`src/rtl/estagio_decodificacao_pkg.sv`:
```
`default_nettype none
// ============================================================================
// Module   : pkg_isa
// Purpose  : ISA constants for the decode stage. This file defines the opcode
//            values, the instruction field positions and the opcode classes.
// Revision : 1.0 - initial release
// ============================================================================
package pkg_isa;

  // Instruction field bit positions
  localparam int OP_MSB  = 15;
  localparam int OP_LSB  = 12;
  localparam int RD_MSB  = 11;
  localparam int RD_LSB  = 8;
  localparam int RS1_MSB = 7;
  localparam int RS1_LSB = 4;
  localparam int RS2_MSB = 3;
  localparam int RS2_LSB = 0;

  // Opcodes understood by the execute ALU
  localparam logic [3:0] OP_ADD  = 4'd0;
  localparam logic [3:0] OP_SUB  = 4'd1;
  localparam logic [3:0] OP_AND  = 4'd2;
  localparam logic [3:0] OP_OR   = 4'd3;
  localparam logic [3:0] OP_XOR  = 4'd4;
  localparam logic [3:0] OP_SLT  = 4'd5;
  localparam logic [3:0] OP_ADDI = 4'd6;
  localparam logic [3:0] OP_SLLI = 4'd7;
  localparam logic [3:0] OP_SRLI = 4'd8;
  localparam logic [3:0] OP_ADIS = 4'd9;
  localparam logic [3:0] OP_MUL  = 4'd10;
  localparam logic [3:0] OP_MOV  = 4'd11;
  localparam logic [3:0] OP_BEQZ = 4'd12;

  // Opcode classes, one bit per opcode value
  localparam logic [15:0] OPS_IMEDIATO = 16'b0000_0011_1100_0000; // 6,7,8,9
  localparam logic [15:0] OPS_SINAL    = 16'b0000_0010_0000_0000; // 9
  localparam logic [3:0]  OP_ILEGAL_MIN = 4'd13;                  // 13..15

  // The rs2 field carries an immediate rather than a register index
  function automatic logic eh_imediato(input logic [3:0] op);
    return OPS_IMEDIATO[op];
  endfunction

  // The immediate is sign-extended rather than zero-extended
  function automatic logic eh_sinal(input logic [3:0] op);
    return OPS_SINAL[op];
  endfunction

  // The opcode is outside the defined ALU range
  function automatic logic eh_ilegal(input logic [3:0] op);
    return op >= OP_ILEGAL_MIN;
  endfunction

endpackage
`default_nettype wire

```
`src/rtl/estagio_decodificacao_banco_registradores.sv`:
```
`default_nettype none
// ============================================================================
// Module   : banco_registradores
// Purpose  : Register file with two combinational read ports and one write
//            port. Register r0 always reads as zero, and a write made in the
//            same cycle as a read is forwarded to that read.
// Revision : 1.0 - initial release
// ============================================================================
module banco_registradores #(
  parameter int NREG    = 16,
  parameter int LARGURA = 16,
  parameter int AW      = $clog2(NREG)
) (
  input  logic               clk,
  input  logic               reset,
  input  logic               we_i,
  input  logic [AW-1:0]      waddr_i,
  input  logic [LARGURA-1:0] wdata_i,
  input  logic [AW-1:0]      raddr1_i,
  input  logic [AW-1:0]      raddr2_i,
  output logic [LARGURA-1:0] rdata1_o,
  output logic [LARGURA-1:0] rdata2_o
);

  logic [LARGURA-1:0] regs_q [NREG];

  // Storage update: r0 is never written, so it keeps its reset value of zero
  always_ff @(posedge clk) begin
    if (reset) begin
      for (int i = 0; i < NREG; i++) regs_q[i] <= '0;
    end else if (we_i && (waddr_i != '0)) begin
      regs_q[waddr_i] <= wdata_i;
    end
  end

  // Read port 1: a same-cycle write is forwarded, and index 0 is forced to zero
  always_comb begin
    rdata1_o = regs_q[raddr1_i];
    if (we_i && (waddr_i == raddr1_i)) rdata1_o = wdata_i;
    if (raddr1_i == '0)                rdata1_o = '0;
  end

  // Read port 2: same forwarding rule as port 1
  always_comb begin
    rdata2_o = regs_q[raddr2_i];
    if (we_i && (waddr_i == raddr2_i)) rdata2_o = wdata_i;
    if (raddr2_i == '0)                rdata2_o = '0;
  end

endmodule
`default_nettype wire

```
`src/rtl/estagio_decodificacao.sv`:
```
`default_nettype none
// ============================================================================
// Module   : estagio_decodificacao
// Purpose  : Decode and operand-fetch stage. It reads operands from the
//            register file, stalls on pending registers, and delivers a
//            registered bundle to execute over a valid/ready handshake.
// Revision : 1.0 - initial release
// ============================================================================
module estagio_decodificacao
  import pkg_isa::*;
#(
  parameter int NREG    = 16,
  parameter int LARGURA = 16
) (
  input  logic               clk,
  input  logic               reset,
  input  logic               instr_valid,
  input  logic [15:0]        instr,
  output logic               instr_ready,
  output logic               out_valid,
  input  logic               out_ready,
  output logic [3:0]         codop,
  output logic [LARGURA-1:0] operando1,
  output logic [LARGURA-1:0] operando2,
  output logic [3:0]         dest,
  output logic               illegal,
  input  logic               wb_en,
  input  logic [3:0]         wb_dest,
  input  logic [LARGURA-1:0] wb_data
);

  logic [3:0] w_op, w_rd, w_rs1, w_rs2;
  logic       w_ilegal, w_usa_rs2, w_ocup1, w_ocup2, w_ocup_rd, w_hazard;
  logic       w_aceita, w_emite;
  logic [LARGURA-1:0] w_rdata1, w_rdata2, w_op2;

  logic               out_valid_q, out_valid_d;
  logic               illegal_q, illegal_d;
  logic [3:0]         codop_q, codop_d, dest_q, dest_d;
  logic [LARGURA-1:0] operando1_q, operando1_d, operando2_q, operando2_d;
  logic [NREG-1:0]    pending_q, pending_d;

  assign w_op  = instr[OP_MSB:OP_LSB];
  assign w_rd  = instr[RD_MSB:RD_LSB];
  assign w_rs1 = instr[RS1_MSB:RS1_LSB];
  assign w_rs2 = instr[RS2_MSB:RS2_LSB];

  // The writeback port doubles as the register file write port, so its
  // forwarding also provides the operand bypass
  banco_registradores #(
    .NREG    (NREG),
    .LARGURA (LARGURA)
  ) u_banco (
    .clk      (clk),
    .reset    (reset),
    .we_i     (wb_en),
    .waddr_i  (wb_dest),
    .wdata_i  (wb_data),
    .raddr1_i (w_rs1),
    .raddr2_i (w_rs2),
    .rdata1_o (w_rdata1),
    .rdata2_o (w_rdata2)
  );

  // Hazard detection: a pending source that is written back in this cycle is
  // already resolved by the bypass; a pending destination always stalls
  always_comb begin
    w_ilegal  = eh_ilegal(w_op);
    w_usa_rs2 = ~eh_imediato(w_op) & (w_op != OP_MOV);
    w_ocup1   = pending_q[w_rs1] & ~(wb_en & (wb_dest == w_rs1));
    w_ocup2   = pending_q[w_rs2] & ~(wb_en & (wb_dest == w_rs2)) & w_usa_rs2;
    w_ocup_rd = pending_q[w_rd] & (w_rd != 4'd0);
    w_hazard  = ~w_ilegal & (w_ocup1 | w_ocup2 | w_ocup_rd);
  end

  assign instr_ready = (~out_valid_q | out_ready) & ~w_hazard;
  assign w_aceita    = instr_valid & instr_ready;
  assign w_emite     = w_aceita & ~w_ilegal;

  // Second operand selection: immediate, sign-extended immediate, zero, or rs2
  always_comb begin
    w_op2 = w_rdata2;
    if (eh_sinal(w_op))          w_op2 = {{(LARGURA-4){w_rs2[3]}}, w_rs2};
    else if (eh_imediato(w_op))  w_op2 = {{(LARGURA-4){1'b0}}, w_rs2};
    else if (w_op == OP_MOV)     w_op2 = '0;
  end

  // Next-state: load the bundle on a legal accept, hold it otherwise, and
  // update the scoreboard so that a set wins over a same-index clear
  always_comb begin
    out_valid_d = w_emite | (out_valid_q & ~out_ready);
    illegal_d   = illegal_q | (w_aceita & w_ilegal);
    codop_d     = codop_q;
    dest_d      = dest_q;
    operando1_d = operando1_q;
    operando2_d = operando2_q;
    if (w_emite) begin
      codop_d     = w_op;
      dest_d      = w_rd;
      operando1_d = w_rdata1;
      operando2_d = w_op2;
    end
    pending_d = pending_q;
    if (wb_en) pending_d[wb_dest] = 1'b0;
    if (w_emite && (w_rd != 4'd0)) pending_d[w_rd] = 1'b1;
  end

  // State registers: reset overrides any concurrent accept or writeback
  always_ff @(posedge clk) begin
    if (reset) begin
      out_valid_q <= 1'b0;
      illegal_q   <= 1'b0;
      codop_q     <= '0;
      dest_q      <= '0;
      operando1_q <= '0;
      operando2_q <= '0;
      pending_q   <= '0;
    end else begin
      out_valid_q <= out_valid_d;
      illegal_q   <= illegal_d;
      codop_q     <= codop_d;
      dest_q      <= dest_d;
      operando1_q <= operando1_d;
      operando2_q <= operando2_d;
      pending_q   <= pending_d;
    end
  end

  assign out_valid = out_valid_q;
  assign illegal   = illegal_q;
  assign codop     = codop_q;
  assign dest      = dest_q;
  assign operando1 = operando1_q;
  assign operando2 = operando2_q;

endmodule
`default_nettype wire
```
`config.mk`:
```
export PLATFORM = sky130hd
export DESIGN_NAME = estagio_decodificacao
export DESIGN_NICKNAME = d
export VERILOG_FILES = /design/src/rtl/estagio_decodificacao_pkg.sv /design/src/rtl/estagio_decodificacao_banco_registradores.sv /design/src/rtl/estagio_decodificacao.sv
export SDC_FILE = /design/constraint.sdc
export NUM_CORES = 1
export LEC_CHECK = 0
export ABC_CLOCK_PERIOD_IN_PS = 3300
export CAP_MARGIN = 20
export CORE_AREA = 2 2 208 210
export CTS_BUF_LIST = sky130_fd_sc_hd__clkbuf_8
export CTS_CLUSTER_SIZE = 20
export DETAILED_ROUTE_END_ITERATION = 10
export DIE_AREA = 0 0 210 212
export GPL_ROUTABILITY_DRIVEN = 0
export GPL_TIMING_DRIVEN = 0
export PLACE_DENSITY = 0.66
export SETUP_SLACK_MARGIN = 0.1
export SYNTH_ARGS = -nofsm -noshare
export SYNTH_HDL_FRONTEND = slang
export SYNTH_SLANG_ARGS = --single-unit
```
`constraint.sdc`:
```
create_clock -name clk -period 3.3 [get_ports clk]
set_input_delay 0.66 -clock clk [delete_from_list [all_inputs] [get_ports clk]]
set_output_delay 0.66 -clock clk [all_outputs]
set_load 0.01 [all_outputs]
```
Fig. 1: register map, names as in the netlist
Scale: 2 px per µm. Other sequential cells in the stronger gray, the rest of the logic in the fainter gray.
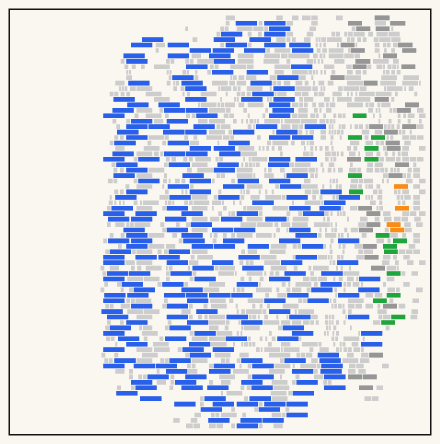
- `codop`: orange (flops 4; where east)
- `u_banco.regs_q`: blue (flops 256)
- `operando1`: green (flops 16)
sequential cell area share: 45.5%
Storage cell area: 0.00885 mm²
Post-Route Utilization: 45.8%
sequential-cell power consumption: 4670 µW

Fig. 2: cell area per tile
Scale: 1 px per µm. 21 x 21 tiles, from dark purple (low) to yellow (high), 0 to 100% covered.
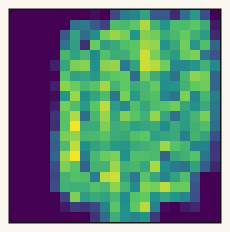
- tiles over 75% full: 15%
- emptiest ninth of the die: north-west
- nearly empty tiles: 27%
Core ar.: 0.0425 mm²
floorplan-stage core utilization: 39.3%

Fig. 3: gate-type map
Scale: 2 px per µm.
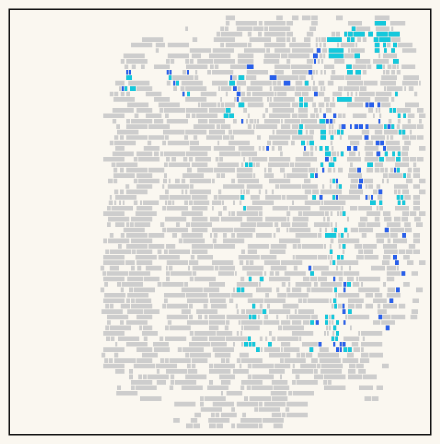
- NOR gates: blue (cells 80; most used nor2_1)
- inverting AOI/OAI gates: cyan (cells 135; most used a21oi_1)
Non-Filler Instances: 1965
top logic cell by instance count in the layout: sky130_fd_sc_hd__edfxtp_1
fraction of standard cell area in multi-input logic: 38.6%

==> datasheet_impl.txt <==
Physical implementation characteristics

Parameter                              Value

Outcome
  Status    completed

GRT
  Largest net degree at the start of global routing    18
  Global-route wire length before repair    72800 µm
  Layer carrying the most global-route usage    met2
  Via count of the first global-routing pass    11453

Final timing
  Achievable clock frequency    316 MHz
  Skew final    0.0265 ns
  Crit share post-route    96.0%
  Transition time at the pin with the least slew margin    1.09 ns
  Setup repair after global routing missed its margin    true
  Time the worst path needs with I/O delays and setup    3.17 ns

Route
  DRC violation count after routing    0
  Via density    5.82
  Number of design-rule violations left by the first detailed-router iteration    1301
  Detailed-routing iteration count for the pre-antenna-repair pass    6
  Residual antenna-violating net count after detailed routing    0
  Routed wire per std cell    24.7 µm
  Vias after detailed routing    11443

Yosys
  Predominant post-synthesis flop cell    sky130_fd_sc_hd__edfxtp_1
  Portion of the post-synthesis area used by sequential elements    53.0%
  Cell with the most instances after synthesis    sky130_fd_sc_hd__edfxtp_1
  Area share of fa/ha/maj cells after synthesis    0%
  Yosys-reported design area after synthesis    0.0167 mm²
  Most area-hungry cell type in the Yosys netlist    sky130_fd_sc_hd__edfxtp_1
  Netlist cell types    53
  Synthesized-area fraction occupied by ao, oa, aoi and oai cells    6.44%

Place
  Placement Cell Area    0.0184 mm²
  Quantity of I/O buffers inserted on ports    76

Floorplan
  Cell row count    76
  Ports placed on the boundary    84

Setup path
  Largest driver fanout on the critical path    4
  CP endpoint kind    output port
  Critical path buffers and inverters    1
  Crit Path Class    reg2out
  Critical Path Stages    6
  Start of the worst register-to-register path    pending_q[13]$_SDFF_PP0_
  Most used cell, CP    sky130_fd_sc_hd__mux4_2
  Largest delay share family, worst path    multiplexers
  Slowest Stage Delay on Critical Path    between 0.5 and 0.6 ns
  Worst setup path end    instr_ready

Clock tree
  Number of gates resized after cts    26
  Clock tree from TritonCTS    yes
  Hold Buf Count CTS    0
  Late-Pin Clk Latency    0.61 ns
  Maximum number of buffers from clock root to sink    3
  H-tree depth    2

Job
  Count of max-cap constraint violations    0
  OpenROAD warning count    28

Worst hold path
  Worst Hold Depth    3
  Worst Hold Class    in2reg

Layout
  Total non-filler cell area in the finished layout    0.0195 mm²
  Count of inserted antenna diode cells    1
  Number of multi-input combinational cells    805
  Register with the highest flop count    u_banco.regs_q
  Fraction of final layout cells sized beyond drive strength 1    ~22%

Pwr
  Total power    approximately 9400 µW
  Gate power share    between 10 and 15%
  Top power consumer group    registers
  Worst vdd ir    0.000252 V
Power figures rest on the tool's default switching activity, not on a simulated workload.
